<file path="src/rtl/arbiter_n_if.sv">
// arbiter_n_if: request/grant bundle between requesters and arbiter_n
//   req       : per-requester level request
//   arb_type  : scheme select (0 fixed-low, 1 fixed-selectable, 2 round robin, 3 random, 4..7 none)
//   prio_sel  : top-priority index for scheme 1
//   hold_en   : enables grant holding
//   gnt       : registered one-hot-or-zero grant
//   gnt_id    : index of the granted requester, 0 when idle
//   gnt_valid : |gnt
interface arbiter_n_if #(
    parameter int N = 4
) ();
    localparam int W = $clog2(N);
    logic [N-1:0] req;
    logic [2:0]   arb_type;
    logic [W-1:0] prio_sel;
    logic         hold_en;
    logic [N-1:0] gnt;
    logic [W-1:0] gnt_id;
    logic         gnt_valid;
    modport master (output req, arb_type, prio_sel, hold_en, input gnt, gnt_id, gnt_valid);
    modport slave  (input req, arb_type, prio_sel, hold_en, output gnt, gnt_id, gnt_valid);
endinterface

</file>
<file path="src/rtl/arbiter_n.sv">
// arbiter_n: N-way arbiter with fixed, selectable, round-robin and LFSR-random schemes plus bounded grant holding
//   clk : rising-edge clock
//   rst : synchronous active-high reset
//   bus : arbiter_n_if slave (req/arb_type/prio_sel/hold_en in, gnt/gnt_id/gnt_valid out)
module arbiter_n #(
    parameter int         N         = 4,
    parameter int         MAX_HOLD  = 4,
    parameter logic [7:0] LFSR_SEED = 8'h01
) (
    input  logic       clk,
    input  logic       rst,
    arbiter_n_if.slave bus
);
    localparam int W = $clog2(N);
    logic [7:0]   r_lfsr;
    logic [7:0]   r_hold_cnt;
    logic [W-1:0] r_rr_ptr;
    logic [W-1:0] r_gnt_id;
    logic [N-1:0] r_gnt;
    logic [W-1:0] w_low;
    logic [W-1:0] w_rr;
    logic [W-1:0] w_top;
    logic [W-1:0] w_sel;
    logic         w_pref;
    logic         w_scheme_on;
    logic         w_hold;
    logic         w_new;
    logic         w_fb;
    // Reverse scans so the last hit is the lowest index / first index from rr_ptr
    always_comb begin
        w_low = '0;
        w_rr  = '0;
        for (int i = N - 1; i >= 0; i--) if (bus.req[i]) w_low = W'(i);
        for (int i = N - 1; i >= 0; i--) if (bus.req[(int'(r_rr_ptr) + i) % N]) w_rr = W'((int'(r_rr_ptr) + i) % N);
    end
    // Random scheme reuses the selectable-priority rule with an LFSR-derived top index
    assign w_top       = (bus.arb_type == 3'd3) ? ((int'(r_lfsr[W-1:0]) < N) ? r_lfsr[W-1:0] : '0) : bus.prio_sel;
    assign w_pref      = (int'(w_top) < N) && bus.req[w_top];
    assign w_sel       = (bus.arb_type == 3'd2) ? w_rr : (bus.arb_type == 3'd0 || !w_pref) ? w_low : w_top;
    assign w_scheme_on = bus.arb_type < 3'd4;
    assign w_hold      = w_scheme_on && bus.hold_en && (|r_gnt) && bus.req[r_gnt_id] && (int'(r_hold_cnt) < MAX_HOLD);
    assign w_new       = w_scheme_on && (|bus.req) && !w_hold;
    assign w_fb        = r_lfsr[7] ^ r_lfsr[5] ^ r_lfsr[4] ^ r_lfsr[3];
    always_ff @(posedge clk) begin
        if (rst) begin
            r_lfsr     <= LFSR_SEED;
            r_hold_cnt <= '0;
            r_rr_ptr   <= '0;
            r_gnt_id   <= '0;
            r_gnt      <= '0;
        end else begin
            r_lfsr <= {r_lfsr[6:0], w_fb};
            if (w_hold) begin
                r_hold_cnt <= r_hold_cnt + 8'd1;
            end else if (w_new) begin
                r_gnt      <= N'(1) << w_sel;
                r_gnt_id   <= w_sel;
                r_hold_cnt <= 8'd1;
                r_rr_ptr   <= (int'(w_sel) == N - 1) ? '0 : w_sel + 1'b1;
            end else begin
                r_gnt      <= '0;
                r_gnt_id   <= '0;
                r_hold_cnt <= '0;
            end
        end
    end
    assign bus.gnt       = r_gnt;
    assign bus.gnt_id    = r_gnt_id;
    assign bus.gnt_valid = |r_gnt;
endmodule
</file>
<file path="src/flat_wrapper.sv">
// flat-port wrapper written by rule: the top's interface ports become plain ports
module arbiter_n_flat 
#(
    parameter int         N         = 4,
    parameter int         MAX_HOLD  = 4,
    parameter logic [7:0] LFSR_SEED = 8'h01
)
  (clk, rst, bus_req, bus_arb_type, bus_prio_sel, bus_hold_en, bus_gnt, bus_gnt_id, bus_gnt_valid);
  arbiter_n_if #(.N(N)) bus_i ();
  input  logic clk;
  input  logic rst;
  input wire logic [$bits(bus_i.req)-1:0] bus_req;
  input wire logic [$bits(bus_i.arb_type)-1:0] bus_arb_type;
  input wire logic [$bits(bus_i.prio_sel)-1:0] bus_prio_sel;
  input wire logic [$bits(bus_i.hold_en)-1:0] bus_hold_en;
  output wire logic [$bits(bus_i.gnt)-1:0] bus_gnt;
  output wire logic [$bits(bus_i.gnt_id)-1:0] bus_gnt_id;
  output wire logic [$bits(bus_i.gnt_valid)-1:0] bus_gnt_valid;
  assign bus_i.req = bus_req;
  assign bus_i.arb_type = bus_arb_type;
  assign bus_i.prio_sel = bus_prio_sel;
  assign bus_i.hold_en = bus_hold_en;
  assign bus_gnt = bus_i.gnt;
  assign bus_gnt_id = bus_i.gnt_id;
  assign bus_gnt_valid = bus_i.gnt_valid;
  arbiter_n #(.N(N), .MAX_HOLD(MAX_HOLD), .LFSR_SEED(LFSR_SEED)) u_core (.clk(clk), .rst(rst), .bus(bus_i));
endmodule
</file>
<file path="config.mk">
export PLATFORM = sky130hd
export DESIGN_NAME = arbiter_n_flat
export DESIGN_NICKNAME = d
export VERILOG_FILES = /design/src/rtl/arbiter_n_if.sv /design/src/rtl/arbiter_n.sv /design/src/flat_wrapper.sv
export SDC_FILE = /design/constraint.sdc
export NUM_CORES = 1
export LEC_CHECK = 0
export CORE_UTILIZATION = 35
export DETAILED_ROUTE_END_ITERATION = 10
export GPL_TIMING_DRIVEN = 0
export PLACE_DENSITY = 0.68
export SKIP_LAST_GASP = 1
export SLEW_MARGIN = 20
export SYNTH_ARGS = -nofsm -noshare
export SYNTH_HDL_FRONTEND = slang
export SYNTH_SLANG_ARGS = --single-unit
</file>
<file path="constraint.sdc">
create_clock -name clk -period 2.2 [get_ports clk]
set_input_delay 0.44 -clock clk [delete_from_list [all_inputs] [get_ports clk]]
set_output_delay 0.44 -clock clk [all_outputs]
set_load 0.02 [all_outputs]
</file>
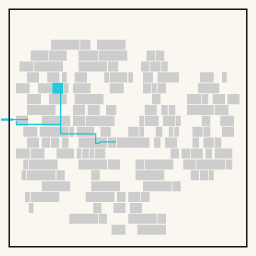
Figure 1: nets reached from selected ports.
Drawn at 4 px/um.
port	color	bits	direction	edge	end cells	buffers	wire
bus_gnt_valid	cyan	1	output	left	1	1	43.3 um
IO Count: 19
Port-buffer cells: 17

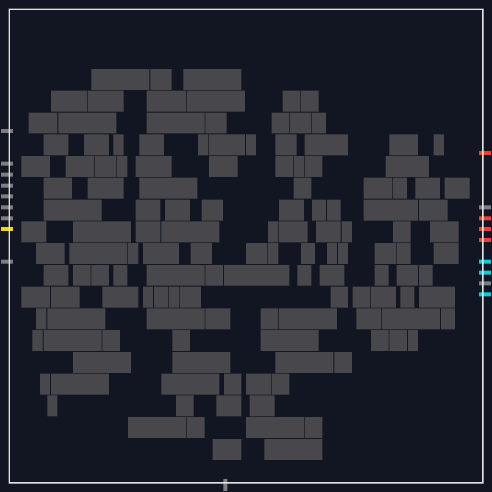
Figure 2: pin map.
Drawn at 8 px/um. Pins as bars across the die edge, other pins in gray.
port	color	pins	direction	edge
bus_gnt_valid	yellow	1	output	left
bus_arb_type	cyan	3	input	right
bus_req	red	4	input	right
die height: 59.01 um
Die Width: 59.01 um

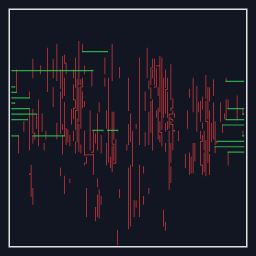
Figure 3: metal layers overlaid.
Drawn at 4 px/um. Only two layers are drawn.
layer	color	wire length
met2	red	971 um
met3	green	98.4 um
Tot GR Track Use: 0.1486
Routed WL per cell: 12.45 um
Post-Route WL: 2.266 mm
vias: 878

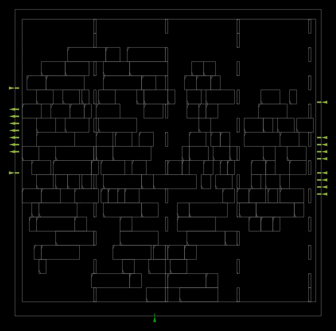
Figure 4: cell outlines without signal wires.
sequential cells: 24
Core Region: 3078 um2
# fillers: 304
# rows: 20
tap cells: 44

==> impl_metrics.ini <==
; physical design summary
[outcome]
outcome = finished, final reports clean

[layout]
buffer_area_frac = 0.1182
lay_top_cells = dfxtp_1, nor2b_1, nor2_1, clkdlybuf4s50_1, a22o_1
logic_gate_count = 88
n_all_buffers = 20
largest_cell_class = combinational gates
clock_buffers = 4
layout_top_cell_excl_fill_tap = dfxtp_1
syn_to_final_growth_pct = 24.75
comb_share = 0.4735

[logic_synthesis]
ys_sh_mux = 0.08141
yosys.area.top_type = dfxtp_1
ys_sh_aoi = 0.1727
synthesis.area_um2 = 1137
simple_gate_area_frac = 0.2211
top_area_frac = 0.4224
xor_share = 0.03080
ys_warn_count = 0

[worst_setup_path]
r2r-start = u_core.r_lfsr[0]
worstSetupPathDepth = 9
start_kind = input pin
r2r_slack_ns = 0.12

[grt]
grt_pass1_wl_mm = 3.870
grt_max_degree = 14
grtUsageMet3 = 0.03057
gr-usage-met1 = 0.1975

[job]
warning_count = 30
maxCapViolCount = 0

[detailed_routing]
ant_nets = 0
drt-pass1-iter-count = 2
dr.first_iter.drc_count = 40

[power_and_ir_drop]
clock_power_share = 0.258
power_top_consumer = sequential cells
p_comb_frac = 0.202

[clock_tree]
cts_hold_buf = 0
htree_num_levels = 1
clk_latency_ns = 0.31
max-clock-path-buffers = 2

[timing]
finalHoldViolations = 0
hold_ws_ns = 0.4573

[placed_design]
post-dp-hpwl_mm = 1.689

[hold_path]
holdPathStages = 1
